**src/rtl/reduce_pkg.sv**
```systemverilog
// Shared types and identity values for the multi-lane reduction ALU.
package reduce_pkg;

  typedef enum logic [2:0] {
    OP_SUM    = 3'd0,
    OP_OR     = 3'd1,
    OP_AND    = 3'd2,
    OP_XOR    = 3'd3,
    OP_MIN    = 3'd4,
    OP_MAX    = 3'd5,
    OP_ARGMIN = 3'd6,
    OP_ARGMAX = 3'd7
  } op_t;

  typedef enum logic [1:0] {
    IDLE = 2'd0,
    RUN  = 2'd1,
    DONE = 2'd2
  } state_t;

  function automatic logic [63:0] signed_max(int bits);
    return (64'd1 << (bits - 1)) - 64'd1;
  endfunction

  // Seed value for the running accumulator, sign-extended into 64 bits so
  // callers can truncate to any accumulator width. ARG ops seed the compare
  // value; their index seed is always 0.
  function automatic logic [63:0] op_identity(op_t op, int bits);
    case (op)
      OP_AND:               return (64'd1 << bits) - 64'd1;
      OP_MIN, OP_ARGMIN:    return signed_max(bits);
      OP_MAX, OP_ARGMAX:    return ~signed_max(bits);
      default:              return 64'd0;
    endcase
  endfunction

endpackage

```
**src/rtl/lane_reduce_tree.sv**
```systemverilog
// Combinational masked combine of one LANES-wide slice, yielding a partial
// value and the index of the winning element for compare-type ops.
module lane_reduce_tree
  import reduce_pkg::*;
#(
  parameter int BITS     = 8,
  parameter int LANES    = 4,
  parameter int ACC_BITS = 14,
  parameter int IW       = 6
) (
  input  logic [2:0]                 op,
  input  logic signed [BITS-1:0]     elem [LANES],
  input  logic [LANES-1:0]           mask,
  input  logic [IW-1:0]              base_idx,
  output logic signed [ACC_BITS-1:0] val,
  output logic [IW-1:0]              idx
);

  always_comb begin
    val = ACC_BITS'(op_identity(op_t'(op), BITS));
    idx = base_idx;
    // Strict compares keep the lowest lane on ties.
    for (int l = 0; l < LANES; l++) begin
      if (mask[l]) begin
        case (op_t'(op))
          OP_SUM: val = val + $signed(ACC_BITS'(elem[l]));
          OP_OR:  val = val | ACC_BITS'($unsigned(elem[l]));
          OP_AND: val = val & ACC_BITS'($unsigned(elem[l]));
          OP_XOR: val = val ^ ACC_BITS'($unsigned(elem[l]));
          OP_MIN, OP_ARGMIN: begin
            if ($signed(ACC_BITS'(elem[l])) < val) begin
              val = $signed(ACC_BITS'(elem[l]));
              idx = base_idx + IW'(l);
            end
          end
          OP_MAX, OP_ARGMAX: begin
            if ($signed(ACC_BITS'(elem[l])) > val) begin
              val = $signed(ACC_BITS'(elem[l]));
              idx = base_idx + IW'(l);
            end
          end
          default: val = val;
        endcase
      end
    end
  end

endmodule

```
**src/rtl/multi_lane_reduce_alu.sv**
```systemverilog
// Vector reduction ALU: captures an N-element operand vector on start and
// folds LANES elements per cycle into a single registered result.
module multi_lane_reduce_alu
  import reduce_pkg::*;
#(
  parameter int BITS     = 8,
  parameter int N        = 64,
  parameter int LANES    = 4,
  parameter int ACC_BITS = BITS + $clog2(N)
) (
  input  logic                       clk,
  input  logic                       rst_n,
  input  logic signed [BITS-1:0]     in [N],
  input  logic [$clog2(N):0]         in_len,
  input  logic [2:0]                 op,
  input  logic                       start,
  output logic                       busy,
  output logic                       out_valid,
  input  logic                       out_ready,
  output logic signed [ACC_BITS-1:0] result
);

  localparam int IW = $clog2(N);
  localparam int LW = IW + 1;

  state_t                     state;
  op_t                        op_q;
  logic [LW-1:0]              len_q;
  logic [LW-1:0]              base;
  logic signed [BITS-1:0]     in_q [N];
  logic signed [ACC_BITS-1:0] acc, acc_nxt, tree_val, seed;
  logic [IW-1:0]              acc_idx, idx_nxt, tree_idx;
  logic signed [BITS-1:0]     lane_elem [LANES];
  logic [LANES-1:0]           lane_mask;
  logic [LW-1:0]              len_clamped;

  function automatic logic signed [ACC_BITS-1:0] finalize(op_t o,
                                                          logic signed [ACC_BITS-1:0] a,
                                                          logic [IW-1:0] ix);
    if (o == OP_ARGMIN || o == OP_ARGMAX) return ACC_BITS'(ix);
    return a;
  endfunction

  always_comb begin
    len_clamped = (in_len > LW'(N)) ? LW'(N) : in_len;
    seed        = ACC_BITS'(op_identity(op_t'(op), BITS));
  end

  // Lane slice selection from the captured vector
  always_comb begin
    for (int l = 0; l < LANES; l++) begin
      lane_elem[l] = in_q[IW'(base + LW'(l))];
      lane_mask[l] = (base + LW'(l)) < len_q;
    end
  end

  lane_reduce_tree #(
    .BITS    (BITS),
    .LANES   (LANES),
    .ACC_BITS(ACC_BITS),
    .IW      (IW)
  ) u_tree (
    .op      (op_q),
    .elem    (lane_elem),
    .mask    (lane_mask),
    .base_idx(IW'(base)),
    .val     (tree_val),
    .idx     (tree_idx)
  );

  // Fold the slice into the accumulator
  always_comb begin
    acc_nxt = acc;
    idx_nxt = acc_idx;
    case (op_q)
      OP_SUM: acc_nxt = acc + tree_val;
      OP_OR:  acc_nxt = acc | tree_val;
      OP_AND: acc_nxt = acc & tree_val;
      OP_XOR: acc_nxt = acc ^ tree_val;
      OP_MIN, OP_ARGMIN: begin
        if (tree_val < acc) begin
          acc_nxt = tree_val;
          idx_nxt = tree_idx;
        end
      end
      OP_MAX, OP_ARGMAX: begin
        if (tree_val > acc) begin
          acc_nxt = tree_val;
          idx_nxt = tree_idx;
        end
      end
      default: acc_nxt = acc;
    endcase
  end

  // Operand capture, only on an accepted start
  always_ff @(posedge clk) begin
    if (state == IDLE && start) begin
      in_q  <= in;
      op_q  <= op_t'(op);
      len_q <= len_clamped;
    end
  end

  always_ff @(posedge clk or negedge rst_n) begin
    if (!rst_n) begin
      state     <= IDLE;
      busy      <= 1'b0;
      out_valid <= 1'b0;
      result    <= '0;
      base      <= '0;
      acc       <= '0;
      acc_idx   <= '0;
    end else begin
      case (state)
        IDLE: begin
          if (start) begin
            acc     <= seed;
            acc_idx <= '0;
            base    <= '0;
            busy    <= 1'b1;
            if (len_clamped == '0) begin
              state     <= DONE;
              out_valid <= 1'b1;
              result    <= finalize(op_t'(op), seed, '0);
            end else begin
              state <= RUN;
            end
          end
        end
        RUN: begin
          acc     <= acc_nxt;
          acc_idx <= idx_nxt;
          if (base + LW'(LANES) >= len_q) begin
            state     <= DONE;
            out_valid <= 1'b1;
            result    <= finalize(op_q, acc_nxt, idx_nxt);
            base      <= '0;
          end else begin
            base <= base + LW'(LANES);
          end
        end
        DONE: begin
          if (out_ready) begin
            state     <= IDLE;
            out_valid <= 1'b0;
            busy      <= 1'b0;
          end
        end
        default: state <= IDLE;
      endcase
    end
  end

endmodule

```
**config.mk**
```make
export PLATFORM = sky130hd
export DESIGN_NAME = multi_lane_reduce_alu
export DESIGN_NICKNAME = d
export VERILOG_FILES = /design/src/rtl/reduce_pkg.sv /design/src/rtl/lane_reduce_tree.sv /design/src/rtl/multi_lane_reduce_alu.sv
export SDC_FILE = /design/constraint.sdc
export NUM_CORES = 1
export LEC_CHECK = 0
export CORE_ASPECT_RATIO = 0.6
export CORE_MARGIN = 10
export CORE_UTILIZATION = 55
export CTS_BUF_LIST = sky130_fd_sc_hd__clkbuf_8
export DETAILED_ROUTE_END_ITERATION = 10
export PLACE_DENSITY = 0.83
export SLEW_MARGIN = 20
export SYNTH_ARGS = -nofsm -noshare
export SYNTH_HDL_FRONTEND = slang
export SYNTH_SLANG_ARGS = --single-unit
```
**constraint.sdc**
```tcl
create_clock -name clk -period 19 [get_ports clk]
set_clock_uncertainty 0.2 [all_clocks]
set_input_delay 2.85 -clock clk [delete_from_list [all_inputs] [get_ports clk]]
set_output_delay 2.85 -clock clk [all_outputs]
set_load 0.02 [all_outputs]
```
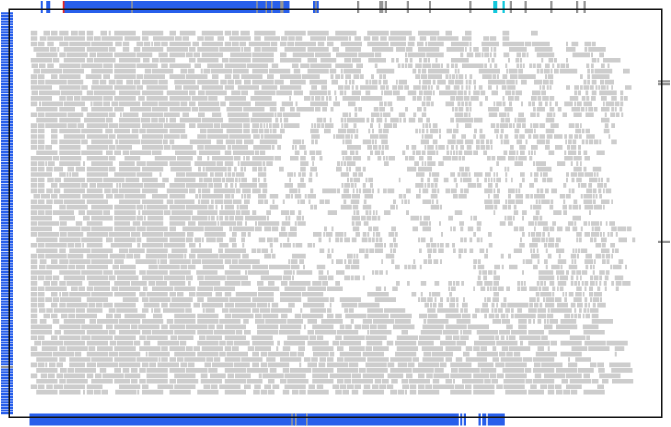
**Above:** pin placement.
(2 px per um) Pins as bars across the die edge, other pins in grey.
| port | colour | pins | direction | edge |
|---|---|---|---|---|
| busy | red | 1 | output | top |
| in | blue | 512 | input | 244 bottom, 147 left, 121 top |
| op | cyan | 3 | input | top |
floorplan die height: 203 um
floorplan die width: 326 um
number of port buffers: 541

==> results.ini <==
[final_timing]
setup-violations-final=0
hold_violation_count_in_the_final_report=0
rsz_0062_raised_after_global_routing=no
totalNegativeSetupSlack_ns=0
layout_worst_path_cycle_share=0.952
worst_slack_ns=0.906
timing.max_slew.rel_slack=0.243
tightestPinTransition_ns=1.12
fin_crit_ns=18.09
fmax_ghz=0.0553

[place]
placed_area_um2=37000
finalWeightedCongestion=1.03
pre_cts_slack_ns=1.66
post-dp-hpwl_um=85000

[setup_path]
worstReg2RegStart=base[2]
critPathBufInv=4
worstPathRequired_ns=19.40
cp-start-kind=flip-flop
path_max_fanout=35
timing.critical_path.max_delay_family=AND-OR/OR-AND gates
setup.reg_to_reg.worst_slack_ns=0.91
worst_reg2reg_path_length_in_cells=51
cpPeakStageDelay_ns=0.89
cp-end-kind=flip-flop
worst_path_max_delay_cell=sky130_fd_sc_hd__nor4b_1
wp_data_arrival_ns=18.50
rr_endpoint=result[8]

[cells_and_area]
n_fill_cell=3733
area.sequential_um2=16800
area.growth.synth_to_final_pct=25.4
postLayoutCellArea_um2=38600
final_cell_mix=540 x sky130_fd_sc_hd__clkdlybuf4s50_1, 522 x sky130_fd_sc_hd__edfxtp_1, 192 x sky130_fd_sc_hd__ha_1, 187 x sky130_fd_sc_hd__inv_1, 148 x sky130_fd_sc_hd__mux4_2
drive_gt1_frac=0.121
combGateArea_um2=12900
lay_top_count=sky130_fd_sc_hd__clkdlybuf4s50_1
nets=3577

[worst_hold_path]
holdPathEnd=out_valid
worst_hold_path_type=flip-flop to flip-flop
hold_path_depth=1
hold_path_startpoint=out_valid

[global_routing]
grt_use_met3=0.101
grt_first_pass_wirelength_um=165000
grt_use_total=0.336
grt_pass1_vias=23747
pin_count_of_the_biggest_net_entering_global_routing=196
met1_routing_resource_usage_after_global_routing=0.459
total_congestion_overflow_after_global_routing=0
highest_utilization_routing_layer_at_the_global_route_stage=met2
grt_antenna_before_repair=35
grt.met2_usage=0.509

[synth]
simple_gate_share=0.0650
topCellsByArea=sky130_fd_sc_hd__edfxtp_1 51%, sky130_fd_sc_hd__mux4_2 11%, sky130_fd_sc_hd__ha_1 7.8%
synthTopLogicFamily=multiplexers
ys_sh_adder=0.0812
synth.cellmix.xorXnorShare=0.0136
netlist_top_cells_count=522 x sky130_fd_sc_hd__edfxtp_1, 192 x sky130_fd_sc_hd__ha_1, 166 x sky130_fd_sc_hd__inv_1
synth_dominant_cell_count=sky130_fd_sc_hd__edfxtp_1
post_synth_ao_oa_area_fraction=0.128
yosys-mux-area-fraction=0.129
postSynthSeqShare=0.544
postSynth.asyncResetShare=0.0761
dominantRegCellSynth=sky130_fd_sc_hd__edfxtp_1
ys.flops=565
enable_flop_cells=522
synth_cell_types=90
total_cells_reported_by_yosys_after_synthesis=2307
synth_largest_type_area_fraction=0.509
top_area_cell=sky130_fd_sc_hd__edfxtp_1
yosys_area_um2=30800
synth.net_count=3030
synth.yosys.warnings=0
syn_avg_cell_area_um2=13.4
syn_area_um2=30800

[cts]
cts-root-to-sink-buffers=3
cts-buffers-inserted=81
clkSinkCount=565
cts.repair_timing.setup_buffer_count=0
worstSkewPairLatency_ns=0.71
cts_repair_resize_count=0
clk_pin_slew_worst_paths_ns=0.07
tritoncts=done
cts_hold_repair.buffers=0
cts_htree_levels=3
clk_root_buffer_cell=sky130_fd_sc_hd__clkbuf_8

[route]
post-route-drc-count=0
maxUsedRoutingLayer=met5
detailedRoute.firstIterationViolations=3333
drt-pass1-iter-count=5
detail-route-antenna-nets=0
routed_wire_length_per_instance_um=31.6
wl_met3_um=13800
met1_length_um=45900
drt-vias-per-instance=6.46
routed-via-count=23937

[die]
die_area_um2=66200
placement_rows=67
floorplanUtilization=0.554
coreArea_um2=55600

[run]
number_of_openroad_warnings=141
max_cap_viol_count=0

[status]
outcome=completed

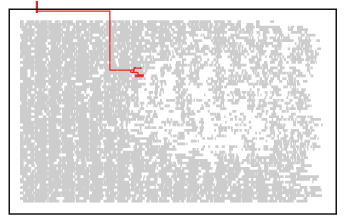
**Above:** port wiring.
(1 px per um)
| port | colour | bits | direction | edge | end cells | buffers | wire |
|---|---|---|---|---|---|---|---|
| busy | red | 1 | output | top | 1 | 1 | 187 um |
Top Ports: 542

metrics by stage:
step	hold slack (ns)	std cells	util
4_1_cts	0.299	3674	0.693
5_1_grt	0.329	3704	0.695
6_report	0.296	3708	0.695
3_5_place_dp	0.287	3529	0.665
2_1_floorplan	0.250	2307	-
3_3_place_gp	0.266	3529	0.665
layout make-up:
cell class	count	share of cell area
Tap cell	759	0.0246
Timing Repair Buffer	583	0.149
Multi-Input combinational cell	1452	0.333
Clock buffer	86	0.0306
Antenna cell	33	0.00214
Sequential cell	565	0.434
Clock inverter	59	0.00965
Inverter	171	0.0169
cell families (layout without fill, tap and decap cells):
family          after synthesis  in the layout
fa+ha+maj                   197            197
xor+xnor                     48             48
simple gates                416            416
other cells                   0             33
compound gates              581            581
mux                         210            210
flops                       565            565
buf+inv                     290            899
how the worst max path moves through the flow:
stage	startpoint	slack (ns)	endpoint	cells after the start
2_1_floorplan	start	3.11	acc[1]	5
3_3_place_gp	base[2]	1.98	result[11]	51
3_5_place_dp	base[2]	1.66	result[8]	51
4_1_cts	base[2]	1.59	result[8]	51
5_1_grt	base[2]	0.09	result[8]	52
6_report	base[2]	0.91	result[8]	51
sequential cells by signal, indices dropped and copies added, names as in the netlist:
| signal | cells |
|---|---|
| out_valid | 1 |
| result | 14 |
| busy | 1 |
| len_q | 7 |
| op_q | 3 |
| state | 2 |
| in_q | 512 |
| base | 5 |
| acc_idx | 6 |
| acc | 14 |
